Run 1, the metal 3 layer:
Scale bar: 20 um.
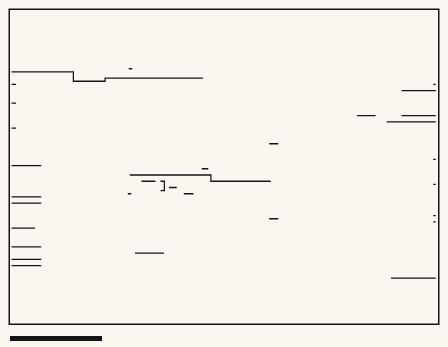
Run 1, placed cells, one color a class:
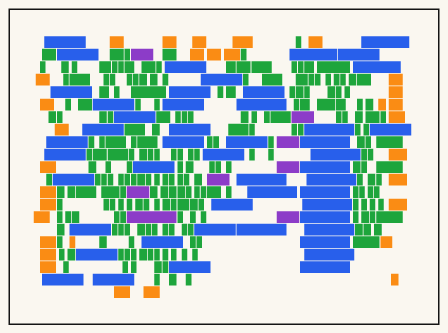
Run 1, local utilization:
9 x 7 tiles, from white (low) to dark blue (high), 0 to 100% covered.
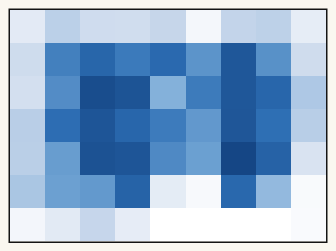
Run 1, where the registers sit:
Scale bar: 20 um. Other sequential cells in the stronger gray, the rest of the logic in the fainter gray.
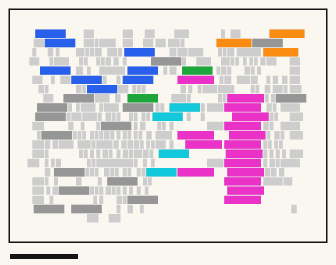
$ cat src/rtl/ir_key_pkg.sv
`default_nettype none
// ============================================================================
// Module  : ir_key_pkg
// Desc    : Shared types, key codes and IR command lookup for the key decoder.
// Rev     : 1.0 - initial release
// ============================================================================
package ir_key_pkg;

    typedef enum logic [1:0] {
        ST_IDLE   = 2'd0,
        ST_LOOKUP = 2'd1,
        ST_PUSH   = 2'd2,
        ST_HOLD   = 2'd3
    } ir_state_t;

    localparam logic [3:0] KEY_TARE  = 4'hA;
    localparam logic [3:0] KEY_CLEAR = 4'hB;
    localparam logic [3:0] KEY_ENTER = 4'hC;
    localparam logic [3:0] KEY_UNIT  = 4'hD;

    // Returns {hit, key_id}; unmapped codes return all zeros.
    function automatic logic [4:0] ir_code_to_key(input logic [7:0] ir_code);
        logic [4:0] r_result;
        r_result = 5'd0;
        case (ir_code)
            8'h16:   r_result = {1'b1, 4'h0};
            8'h0C:   r_result = {1'b1, 4'h1};
            8'h18:   r_result = {1'b1, 4'h2};
            8'h5E:   r_result = {1'b1, 4'h3};
            8'h08:   r_result = {1'b1, 4'h4};
            8'h1C:   r_result = {1'b1, 4'h5};
            8'h5A:   r_result = {1'b1, 4'h6};
            8'h42:   r_result = {1'b1, 4'h7};
            8'h52:   r_result = {1'b1, 4'h8};
            8'h4A:   r_result = {1'b1, 4'h9};
            8'h45:   r_result = {1'b1, KEY_TARE};
            8'h46:   r_result = {1'b1, KEY_CLEAR};
            8'h40:   r_result = {1'b1, KEY_ENTER};
            8'h47:   r_result = {1'b1, KEY_UNIT};
            default: r_result = 5'd0;
        endcase
        return r_result;
    endfunction

endpackage
`default_nettype wire

$ cat src/rtl/key_fifo.sv
`default_nettype none
// ============================================================================
// Module  : key_fifo
// Desc    : First-word-fall-through queue; head is zero while empty.
// Rev     : 1.0 - initial release
// ============================================================================
module key_fifo #(
    parameter int WIDTH = 4,
    parameter int DEPTH = 4
) (
    input  logic                     clk,
    input  logic                     rst_n,
    input  logic                     wr_en,
    input  logic [WIDTH-1:0]         wr_data,
    input  logic                     rd_en,
    output logic [WIDTH-1:0]         rd_data,
    output logic                     valid,
    output logic [$clog2(DEPTH):0]   level,
    output logic                     wr_ready
);

    localparam int PTR_W = $clog2(DEPTH);
    localparam int LVL_W = PTR_W + 1;

    logic [WIDTH-1:0] r_mem [DEPTH];
    logic [PTR_W-1:0] r_wr_ptr;
    logic [PTR_W-1:0] r_rd_ptr;
    logic [LVL_W-1:0] r_level;
    logic             w_pop;
    logic             w_push;
    logic             w_full;

    assign valid    = (r_level != '0);
    assign w_full   = (r_level == LVL_W'(DEPTH));
    assign w_pop    = rd_en && valid;
    // A pop frees the slot in the same cycle, so a full queue still accepts.
    assign wr_ready = !w_full || w_pop;
    assign w_push   = wr_en && wr_ready;
    assign level    = r_level;
    assign rd_data  = valid ? r_mem[r_rd_ptr] : '0;

    always_ff @(posedge clk or negedge rst_n) begin
        if (!rst_n) begin
            r_wr_ptr <= '0;
            r_rd_ptr <= '0;
            r_level  <= '0;
        end else begin
            if (w_push) begin
                r_wr_ptr <= r_wr_ptr + PTR_W'(1);
            end
            if (w_pop) begin
                r_rd_ptr <= r_rd_ptr + PTR_W'(1);
            end
            case ({w_push, w_pop})
                2'b10:   r_level <= r_level + LVL_W'(1);
                2'b01:   r_level <= r_level - LVL_W'(1);
                default: r_level <= r_level;
            endcase
        end
    end

    always_ff @(posedge clk) begin
        if (w_push) begin
            r_mem[r_wr_ptr] <= wr_data;
        end
    end

endmodule
`default_nettype wire

$ cat src/rtl/ir_key_decoder.sv
`default_nettype none
// ============================================================================
// Module  : ir_key_decoder
// Desc    : Turns IR receiver command frames into queued keypad key codes.
// Rev     : 1.0 - initial release
// ============================================================================
module ir_key_decoder
    import ir_key_pkg::*;
#(
    parameter int FIFO_DEPTH = 4,
    parameter int UNK_W      = 8
) (
    input  logic                          clk,
    input  logic                          rst_n,
    input  logic [7:0]                    code,
    input  logic                          press,
    input  logic                          key_ready,
    input  logic                          ovf_clr,
    output logic                          key_valid,
    output logic [3:0]                    key_id,
    output logic [$clog2(FIFO_DEPTH):0]   level,
    output logic                          ovf,
    output logic [UNK_W-1:0]              unk_cnt
);

    ir_state_t        r_state;
    logic             r_press_d;
    logic [7:0]       r_code_q;
    logic [3:0]       r_key_q;
    logic             r_hit_q;
    logic             r_ovf;
    logic [UNK_W-1:0] r_unk_cnt;

    logic             w_edge;
    logic             w_push;
    logic             w_wr_ready;
    logic             w_drop;

    assign w_edge  = press && !r_press_d;
    assign w_push  = (r_state == ST_PUSH) && r_hit_q;
    assign w_drop  = w_push && !w_wr_ready;
    assign ovf     = r_ovf;
    assign unk_cnt = r_unk_cnt;

    always_ff @(posedge clk or negedge rst_n) begin
        if (!rst_n) begin
            r_state   <= ST_IDLE;
            r_press_d <= 1'b0;
            r_code_q  <= '0;
            r_key_q   <= '0;
            r_hit_q   <= 1'b0;
            r_ovf     <= 1'b0;
            r_unk_cnt <= '0;
        end else begin
            r_press_d <= press;
            // A drop in the same cycle as a clear leaves the flag set.
            if (w_drop) begin
                r_ovf <= 1'b1;
            end else if (ovf_clr) begin
                r_ovf <= 1'b0;
            end
            case (r_state)
                ST_IDLE: begin
                    if (w_edge) begin
                        r_code_q <= code;
                        r_state  <= ST_LOOKUP;
                    end
                end
                ST_LOOKUP: begin
                    {r_hit_q, r_key_q} <= ir_code_to_key(r_code_q);
                    r_state            <= ST_PUSH;
                end
                ST_PUSH: begin
                    if (!r_hit_q && (r_unk_cnt != {UNK_W{1'b1}})) begin
                        r_unk_cnt <= r_unk_cnt + UNK_W'(1);
                    end
                    r_state <= ST_HOLD;
                end
                ST_HOLD: begin
                    if (!press) begin
                        r_state <= ST_IDLE;
                    end
                end
                default: r_state <= ST_IDLE;
            endcase
        end
    end

    key_fifo #(
        .WIDTH (4),
        .DEPTH (FIFO_DEPTH)
    ) u_key_fifo (
        .clk      (clk),
        .rst_n    (rst_n),
        .wr_en    (w_push),
        .wr_data  (r_key_q),
        .rd_en    (key_ready),
        .rd_data  (key_id),
        .valid    (key_valid),
        .level    (level),
        .wr_ready (w_wr_ready)
    );

endmodule
`default_nettype wire

$ cat config.mk
export PLATFORM = sky130hd
export DESIGN_NAME = ir_key_decoder
export DESIGN_NICKNAME = d
export VERILOG_FILES = /design/src/rtl/ir_key_pkg.sv /design/src/rtl/key_fifo.sv /design/src/rtl/ir_key_decoder.sv
export SDC_FILE = /design/constraint.sdc
export NUM_CORES = 1
export LEC_CHECK = 0
export ABC_AREA = 1
export CAP_MARGIN = 10
export CORE_ASPECT_RATIO = 0.7
export CORE_MARGIN = 5
export CORE_UTILIZATION = 50
export DETAILED_ROUTE_END_ITERATION = 10
export GPL_TIMING_DRIVEN = 0
export PLACE_DENSITY = 0.81
export SLEW_MARGIN = 10
export SYNTH_ARGS = -nofsm -noshare
export SYNTH_HDL_FRONTEND = slang
export SYNTH_SLANG_ARGS = --single-unit
$ cat constraint.sdc
create_clock -name clk -period 2.8 [get_ports clk]
set_clock_uncertainty 0.15 [all_clocks]
set_input_delay 0.84 -clock clk [delete_from_list [all_inputs] [get_ports clk]]
set_output_delay 0.84 -clock clk [all_outputs]
set_load 0.1 [all_outputs]
==> out/metrics.cfg, run 1 <==
[run_status]
status=finished clean

[synthesis]
adder_share_pct=6.00
post_synth_inst_count=279
ys_area_sq_mm=0.00242
yosysCellCount=279
post_synth_xor_area_fraction_pct=3.26
floorplan.nets=303
ys_sh_aoi_pct=8.17
yosys.cell_types.count=26
simple_gate_area_share_pct=23.0
synth_sequential_area_ratio_pct=53.0
avgSynthCellArea_sq_um=8.67
yosys_register_bits=48
synth.cell_area_sq_mm=0.00242

[global_route]
grt_pass1_wl_um=7730
antenna_found_initial=0
aggregate_global_route_resource_usage_pct=15.6

[sta]
relSlewSlack_pct=35.8
maxClockFrequency_ghz=0.367
timing_max_transition_violations_final=0
tightestPinTransition_ns=0.962
final_hold_viol_count=0
rsz_0062_raised_after_global_routing=false
layout_worst_path_cycle_share_pct=97.2
final-setup-viol-count=0
post-route-min-period_ns=2.72

[pwr]
pwr-share-clk_pct=15.1
power.group.top=combinational logic
power.leakage_nw=1.43
comb_cell_power_w=0.00190
power_density_mw_per_mm2=1200
power.internal_w=0.00174
power.sequential.fraction_pct=31.3
finalPower_w=0.00355
power.share.switching_pct=51.0

[clock_tree]
clock_insertion_delay_worst_skew_ns=0.30
post_cts_resized=36
tritoncts=built
post_cts_hold_buffer_count=0
cts.repair_timing.setup_buffer_count=0
cts_sinks=48
clockRootBuffer=sky130_fd_sc_hd__clkbuf_8
cts_max_path_buffers=2

[worst_setup_path]
worstPathCellList=inv_1, nand2_4, dlygate4sd2_1
r2r_path_start=u_key_fifo.level[1]
critPathKind=reg2out
critPathMaxFanout=4
cpPeakStageDelay_ns=0.85
cpLargestDelayFamily=buffers and inverters
timing.critical_path.arrival_ns=1.73
path_buffers=2

[route]
wl_per_cell_um=11.9
vias=1836
route.final.wire_length_um=4440
antenna_violating_nets_post_route=0
drc=0
detailedRoute.firstIterationViolations=87

[floorplanning]
core.rowCount=21
fp.coreArea_sq_mm=0.00473
chipArea_sq_mm=0.00635
floorplan.initialDensity_pct=51.1

[final_layout]
synthToLayoutAreaGrowth_pct=22.1
layout_top_cell=sky130_fd_sc_hd__nor2_1
top_cells_excl_fill_tap=sky130_fd_sc_hd__nor2_1, sky130_fd_sc_hd__nand2_1, sky130_fd_sc_hd__inv_1
fin_cells=373
post_route_cells_drive_above_1_share_pct=9.49

[flow_run]
max_cap_viol_count=0

[worst_hold_path]
hp-start=unk_cnt[4]
min_delay_worst_endpoint=unk_cnt[4]
hold_path.class=reg2reg

[place]
port_bufs=29
routabilityCongestion=0.912

Back to the opening pictures, 'the metal 3 layer':
nets with wire on the layer: 27
share of all routed wire: 4.0%
main direction: horizontal
wire length on this layer: 179 um
longest straight run: 21.2 um

Back to the opening pictures, 'placed cells, one color a class':
legend:
  blue:
    class: sequential cells
    cells: 48
  purple:
    class: clock drivers and dummy loads
    cells: 8
  orange:
    class: remaining buffers and delay cells
    cells: 31
  green:
    class: combinational and other logic
    cells: 229

Back to the opening pictures, 'local utilization':
nearly empty tiles: 6.3%
tiles over 75% full: 27%
mean over tiles: 45%
fullest tile: 91%

Back to the opening pictures, 'where the registers sit':
legend:
  green:
    signal: u_key_fifo.r_wr_ptr
    placed_flops: 2
  magenta:
    signal: u_key_fifo.r_mem
    placed_flops: 16
  cyan:
    signal: r_key_q
    placed_flops: 4
    where: middle
  blue:
    signal: unk_cnt
    placed_flops: 8
  orange:
    signal: u_key_fifo.level
    placed_flops: 3
not colored: 15

run 1: worst reg2reg max path: stages (launching register included):
cell and delay, ns:
sky130_fd_sc_hd__dfrtp_4 0.49, sky130_fd_sc_hd__nor2_1 0.21, sky130_fd_sc_hd__nand3_1 0.17, sky130_fd_sc_hd__nand2_2 0.21
sky130_fd_sc_hd__nand2_2 0.10, sky130_fd_sc_hd__fa_1 0.41, sky130_fd_sc_hd__o21ai_0 0.20, sky130_fd_sc_hd__nand2_1 0.07
sky130_fd_sc_hd__nand2_1 0.06, sky130_fd_sc_hd__inv_1 0.03
run 1: metrics by stage:
step	setup WS, ns	utilization (%)	hold slack, ns	cell area [sq um]
floorplan	0.0485	-	0.321	2480
global placement	-0.348	60.1	0.336	2840
detailed placement	-0.391	60.0	0.340	2840
CTS	0.00912	62.2	0.350	2940
global route	0.00296	62.5	0.388	2950
finish	0.0772	62.5	0.353	2950
run 1: state kept, by name (all words and copies together), names as in the netlist:
name,count
u_key_fifo.r_wr_ptr,2
u_key_fifo.r_rd_ptr,2
r_code_q,8
r_state,2
u_key_fifo.r_mem,16
u_key_fifo.level,3
ovf,1
unk_cnt,8
r_press_d,1
r_hit_q,1
r_key_q,4
run 1: cell type report:
type                       instances  area, sq um  share of cell area (%)
buffer                             2         8.76                   0.296
clock buffer                       7         96.3                    3.26
clock inverter                     1         30.0                    1.02
inverter                          40          150                    5.08
multi-input combinational        189         1030                    34.9
sequential                        48         1290                    43.8
tap                               57         71.3                    2.41
timing repair buffer              29          274                    9.28
run 1: synthesized netlist by cell type, drive strengths merged:
| library cell | n | share of area (%) |
|---|---|---|
| o31ai | 1 | 0.88 |
| nand4 | 1 | 0.26 |
| nand3 | 14 | 2.9 |
| o22a | 1 | 0.36 |
| fa | 1 | 0.83 |
| o21ai | 13 | 2.7 |
| edfxtp | 16 | 20 |
| inv | 40 | 6.2 |
| xor2 | 7 | 2.5 |
| nand2 | 54 | 8.6 |
| a22o | 1 | 0.36 |
| o22ai | 1 | 0.26 |
| ha | 10 | 5.2 |
| a21oi | 16 | 3.3 |
| dfrtp | 32 | 33 |
| xnor2 | 2 | 0.72 |
| o211ai | 1 | 0.31 |
| buf | 1 | 0.21 |
| clkbuf | 1 | 0.16 |
| nor3 | 2 | 0.41 |
| nor2 | 62 | 10 |
| nand3b | 2 | 0.62 |
run 1: worst max path at each step:
| stage | slack (ns) | endpoint | from | depth (start not counted) |
|---|---|---|---|---|
| finish | 0.08 | key_valid | u_key_fifo.level[2] | 3 |
| global route | 0.003 | key_id[0] | u_key_fifo.r_rd_ptr[0] | 5 |
| CTS | 0.009 | ovf | ovf | 1 |
| detailed placement | -0.39 | key_id[2] | u_key_fifo.r_rd_ptr[0] | 5 |
| global placement | -0.35 | key_id[1] | u_key_fifo.r_rd_ptr[0] | 5 |
| floorplan | 0.05 | key_id[0] | u_key_fifo.level[2] | 4 |
run 1: metal layers:
metal / up-vias / track usage (%) / routed length, um
met4: 0 / 5.48 / 63
li1: 953 / - / -
met5: - / 0 / 0
met2: 37 / 26.3 / 2070
met1: 838 / 20.1 / 2120
met3: 8 / 3.74 / 179
Run 1, placed standard cells:
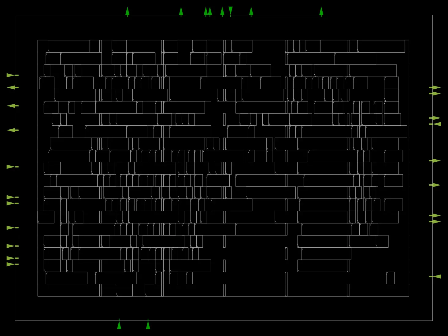

## Run 2: what changed since run 1
- PLACE_DENSITY: 0.81 -> 0.84
- clock period: 2.8 -> 2.19 ns (I/O delays scaled with it)
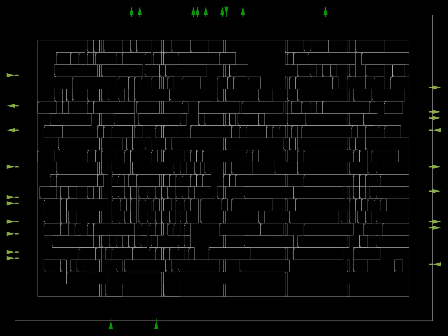
Run 2: placed standard cells
well-tap cell count: 57
fill cell count: 369
final design utilization: 65.0%
tally of non-filler cells in the final layout: 375

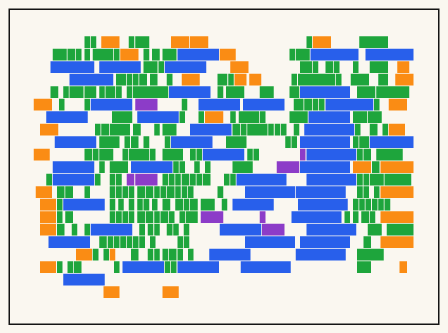
Run 2: placed cells, one color a class
legend:
  purple:
    class: clock drivers and dummy loads
    cells: 8
  orange:
    class: remaining buffers and delay cells
    cells: 33
  blue:
    class: sequential cells
    cells: 48
  green:
    class: combinational and other logic
    cells: 229

==> out/metrics.cfg, run 2 <==
[pwr]
power.leakage_nw=1.39
power.share.switching_pct=51.6
power.sequential.fraction_pct=31.0
power_density_mw_per_mm2=1530
pwr-share-clk_pct=10.6
power.internal_w=0.00227

[sta]
final_hold_viol_count=0
fin_hold_ws_ns=0.263
post-route-min-period_ns=2.24
final.setup.worst_slack_ns=-0.0485
tightestPinTransition_ns=0.728
maxClockFrequency_ghz=0.447
relSlewSlack_pct=51.5
timing_max_transition_violations_final=0
layout_worst_path_cycle_share_pct=102
rsz_0062_raised_after_global_routing=true
final-setup-viol-count=4

[synthesis]
netlist.area_leader.share_pct=33.1
floorplan.nets=303
synth_sequential_area_ratio_pct=53.0
yosysCellCount=279
post_synth_inst_count=279
edf_count=16
synth.cells.most_frequent=sky130_fd_sc_hd__nor2_1, sky130_fd_sc_hd__nand2_1, sky130_fd_sc_hd__inv_1
ys.flop_type=sky130_fd_sc_hd__dfrtp_1
ys_area_sq_mm=0.00242
avgSynthCellArea_sq_um=8.67
synth_dominant_cell_count=sky130_fd_sc_hd__nor2_1
synth.cell_area_sq_mm=0.00242
yosys_register_bits=48
synthArstFlopShare_pct=66.7
area_leaders=sky130_fd_sc_hd__dfrtp_1, sky130_fd_sc_hd__edfxtp_1, sky130_fd_sc_hd__nor2_1, sky130_fd_sc_hd__nand2_1, sky130_fd_sc_hd__inv_1
cell_type_with_the_largest_total_area_after_synthesis=sky130_fd_sc_hd__dfrtp_1

[route]
wl_per_cell_um=12.1
vias=1830
detailedRoute.firstIterationViolations=79
drc=0
route.final.wire_length_um=4530
antenna_violating_nets_post_route=0

[floorplanning]
core.rowCount=21
floorplan.initialDensity_pct=51.1
top_level_ports=30
chipArea_sq_mm=0.00635
fp.coreArea_sq_mm=0.00473

[global_route]
grt_pass1_wl_um=7960
grt_pass1_vias=1825
antenna_found_initial=0
aggregate_global_route_resource_usage_pct=16.1

[place]
place_hpwl_um=3340
placedCellCount=365
routabilityCongestion=0.926
port_bufs=29

[final_layout]
largest_register_ffs=16
layout_top_cell=sky130_fd_sc_hd__nor2_1
top_cells_excl_fill_tap=sky130_fd_sc_hd__nor2_1, sky130_fd_sc_hd__nand2_1, sky130_fd_sc_hd__inv_1
design.final.nets=341
largest_register=u_key_fifo.r_mem
post_route_cells_drive_above_1_share_pct=17.9
synthToLayoutAreaGrowth_pct=27.1

[worst_setup_path]
cell_at_the_slowest_stage_of_the_critical_path=sky130_fd_sc_hd__dfrtp_1
critPathMaxFanout=10
cpPeakStageDelay_ns=0.36
worstPathCellList=buf_6, nor2_1, nor2_1, o21ai_2, a21oi_4, buf_12
critPathKind=reg2out
timing.critical_path.arrival_ns=1.43
worstSetupEndpointType=output pin

[run_status]
failing_checks=setup timing
status=finished with violations

[clock_tree]
clock_insertion_delay_worst_skew_ns=0.29
cts_sinks=48
clockRootBuffer=sky130_fd_sc_hd__clkbuf_8
tritoncts=built
cts_max_path_buffers=2
post_cts_hold_buffer_count=0

[flow_run]
max_cap_viol_count=0

[worst_hold_path]
hold_path.class=in2async

-- run 2: routing by layer --
metal	global-route usage, %	vias up	part of all wire, %
li1	-	955	-
met1	20.0	837	47
met2	27.8	34	48
met3	4.51	4	4.0
met4	4.94	0	0.93
met5	0	-	0
-- run 2: worst max-delay path: cells and delay by family (launching register included) --
family                 cells  cell delay [ns]
and+or+nand+nor            2             0.21
AOI/OAI and AO/OA          2             0.25
buffers and inverters      2             0.32
DFF                        1             0.36
-- run 2: logic make-up (layout without fill, tap and decap cells) --
logic type	after synthesis	after routing	share of synthesized area, %
simple gates	135	135	23.0
fa+ha+maj	11	11	6.00
buf+inv	42	81	6.57
flops	48	48	53.0
xor+xnor	9	9	3.26
compound gates	34	34	8.17
-- run 2: area by class of cell --
class | count | area, sq um
fill | 369 | 1660
buffer | 2 | 15.0
inverter | 40 | 163
tap | 57 | 71.3
sequential | 48 | 1300
multi-input combinational | 189 | 1090
timing repair buffer | 31 | 353
clock inverter | 1 | 5.00
clock buffer | 7 | 76.3
-- run 2: power groups by stage --
stage                     clock [W]  combinational, W  sequential [W]
after global placement            0           0.00245         0.00144
after CTS                  0.000509           0.00270         0.00145
after detailed placement          0           0.00252         0.00146
final                      0.000496           0.00274         0.00146
after floorplan                   0           0.00149         0.00194
after global routing       0.000542           0.00296         0.00149
-- run 2: per-stage QoR --
step	TNS (ns)	util (%)	total power (W)	setup slack (ns)	instance area, sq um
after floorplan	-0.609	-	0.00344	-0.152	2510
after global placement	-21.34	60.7	0.00390	-0.767	2870
after detailed placement	-7.63	60.6	0.00398	-0.812	2870
after CTS	-0.0920	64.0	0.00466	-0.0380	3030
after global routing	-0.417	65.0	0.00499	-0.117	3070
final	-0.140	65.0	0.00469	-0.0485	3070
-- run 2: final timing paths --
kind,startpoint,end,slack [ns],cells past startpoint
setup / recovery,u_key_fifo.r_rd_ptr[0],key_id[1],-0.05,6
hold / removal,rst_n,u_key_fifo.r_rd_ptr[1],0.26,1
setup reg to reg,r_state[0],u_key_fifo.level[2],0.23,11
hold reg to reg,unk_cnt[4],unk_cnt[4],0.37,1
max in group asynchronous,rst_n,u_key_fifo.level[1],1.09,1
min in group clk,unk_cnt[4],unk_cnt[4],0.37,1
-- run 2: repair_timing --
action	in CTS	in global routing
setup endpoints to repair	18	6
resized	93	12
pin swaps	2	5
buffers inserted	1	1
Run 2, local utilization:
9 x 7 tiles, from white (low) to dark blue (high), 0 to 100% covered.
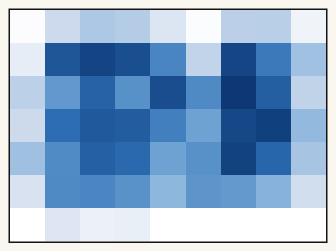

## Run 3: what changed since run 2
--- a/config.mk
+++ b/config.mk
@@ -7,3 +7,3 @@
 export LEC_CHECK = 0
-export ABC_AREA = 1
+export ABC_AREA = 0
 export CAP_MARGIN = 10
--- a/constraint.sdc
+++ b/constraint.sdc
@@ -4,2 +4,2 @@
 set_output_delay 0.657 -clock clk [all_outputs]
-set_load 0.1 [all_outputs]
+set_load 0.01 [all_outputs]
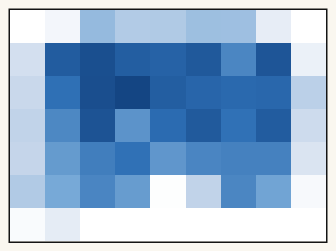
Run 3: local utilization
9 x 7 tiles, from white (low) to dark blue (high), 0 to 100% covered.
emptiest ninth of the die: bottom middle
fullest tile: 92%
tiles over 75% full: 25%
densest ninth of the die: middle
mean over tiles: 45%

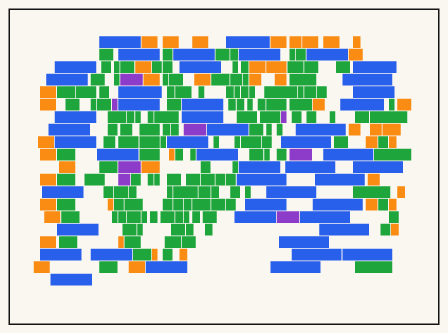
Run 3: placed cells, one color a class
legend:
  purple:
    class: clock drivers and dummy loads
    cells: 8
  orange:
    class: remaining buffers and delay cells
    cells: 45
  green:
    class: combinational and other logic
    cells: 146
  blue:
    class: sequential cells
    cells: 48

==> out/metrics.cfg, run 3 <==
[route]
detailedRoute.firstIterationViolations=80
route.final.wire_length_um=4350
wl_per_cell_um=14.3
antenna_violating_nets_post_route=0
vias=1634
drc=0

[synthesis]
yosysCellCount=201
top_logic_kind=simple AND/OR/NAND/NOR gates
synth_dominant_cell_count=sky130_fd_sc_hd__dfrtp_1
yosys.cell_types.count=45
floorplan.nets=225
synth_sequential_area_ratio_pct=53.0
ys_area_sq_mm=0.00242
ys_sh_mux_pct=8.39
post_synth_inst_count=201
area_leaders=sky130_fd_sc_hd__dfrtp_1, sky130_fd_sc_hd__edfxtp_1, sky130_fd_sc_hd__ha_1, sky130_fd_sc_hd__mux2_2, sky130_fd_sc_hd__mux4_2
adder_share_pct=6.00
cell_type_with_the_largest_total_area_after_synthesis=sky130_fd_sc_hd__dfrtp_1
simple_gate_area_share_pct=15.3
avgSynthCellArea_sq_um=12.0
synth.cells.most_frequent=sky130_fd_sc_hd__dfrtp_1, sky130_fd_sc_hd__edfxtp_1, sky130_fd_sc_hd__nor2_1
netlist.area_leader.share_pct=33.1
yosys_register_bits=48
synth.cell_area_sq_mm=0.00242
synthArstFlopShare_pct=66.7
ys_sh_aoi_pct=8.39
post_synth_xor_area_fraction_pct=5.80

[final_layout]
design.final.nets=270
synthToLayoutAreaGrowth_pct=22.0
largest_register=u_key_fifo.r_mem

[sta]
tightestPinTransition_ns=0.688
layout_worst_path_cycle_share_pct=108
timing_max_transition_violations_final=0
maxClockFrequency_ghz=0.422
rsz_0062_raised_after_global_routing=true
post-route-min-period_ns=2.37
final_hold_viol_count=0
final.setup.worst_slack_ns=-0.181
final-setup-viol-count=4

[worst_setup_path]
critPathKind=reg2out
cell_at_the_slowest_stage_of_the_critical_path=sky130_fd_sc_hd__mux4_2
cpPeakStageDelay_ns=0.49
reg2regPathDepth=6
timing.critical_path.arrival_ns=1.56
critPathMaxFanout=4

[clock_tree]
clock_insertion_delay_worst_skew_ns=0.30
cts_sinks=48
clockRootBuffer=sky130_fd_sc_hd__clkbuf_8
tritoncts=built

[pwr]
power.leakage_nw=1.21
power_density_mw_per_mm2=1340
finalPower_w=0.00397

[place]
routabilityCongestion=0.849
place_hpwl_um=3070
port_bufs=29

[floorplanning]
floorplan.initialDensity_pct=51.1
fp.coreArea_sq_mm=0.00473
chipArea_sq_mm=0.00635
core.rowCount=21

[run_status]
status=finished with violations
failing_checks=setup timing

[global_route]
grt_pass1_vias=1620
antenna_found_initial=0

[flow_run]
max_cap_viol_count=0

[worst_hold_path]
hold_path.class=in2async

-- run 3: layout make-up --
class,count,area (sq um)
fill,364,1780
sequential,48,1290
multi-input combinational,135,1090
timing repair buffer,39,344
clock buffer,6,72.6
tap,57,71.3
inverter,11,41.3
buffer,6,31.3
clock inverter,2,11.3
-- run 3: repair_timing --
| action | 4_1_cts | 5_1_grt |
|---|---|---|
| pin swaps | 1 | 0 |
| setup endpoints to repair | 24 | 7 |
| gates resized | 29 | 5 |
| hold buffers | 0 | 0 |
| setup buffers | 10 | 0 |
-- run 3: metal layers --
layer / track usage, % / routed length [um] / up-vias
met3: 3.30 / 185 / 5
met4: 4.39 / 28 / 0
met2: 24.7 / 1990 / 35
li1: - / - / 812
met1: 21.2 / 2150 / 782
met5: 0 / 0 / -
-- run 3: power by group --
part | internal [W] | switching, W | total (W)
registers | 0.00127 | 0.000312 | 0.00158
logic | 0.000955 | 0.000923 | 0.00188
clock network | 0.000222 | 0.000287 | 0.000508
-- run 3: path summary, 6_finish.rpt --
kind,from,end,slack (ns)
worst max-delay path,u_key_fifo.r_rd_ptr[0],key_id[2],-0.18
max in group asynchronous,rst_n,unk_cnt[2],1.16
min in group clk,unk_cnt[6],unk_cnt[6],0.35
worst max register to register,r_code_q[0],r_hit_q,0.10
worst min-delay path,rst_n,ovf,0.24
worst min register to register,unk_cnt[6],unk_cnt[6],0.35
-- run 3: cell families after synthesis --
logic type	Yosys count
simple gates	63
flops	48
compound gates	31
buf+inv	18
xor+xnor	16
mux	14
fa+ha+maj	11
-- run 3: critical path: cells and delay by family, from the launching register on --
family / cells / cell delay [ns]
buffers and inverters: 2 / 0.24
flip-flops: 1 / 0.40
multiplexers: 1 / 0.49
AND/OR/NAND/NOR: 1 / 0.14
-- run 3: per-stage QoR --
stage / cells / setup TNS [ns] / hold WS, ns / area [sq um] / utilization [%]
final: 304 / -0.702 / 0.239 / 2950 / 62.4
after detailed placement: 287 / -9.77 / 0.347 / 2770 / 58.7
after global placement: 287 / -18.00 / 0.337 / 2780 / 58.8
after CTS: 304 / -0.760 / 0.271 / 2940 / 62.1
after global routing: 304 / -0.955 / 0.316 / 2950 / 62.4
after floorplan: 201 / 0 / 0.211 / 2420 / -
Power is estimated from default activity; no workload was simulated.
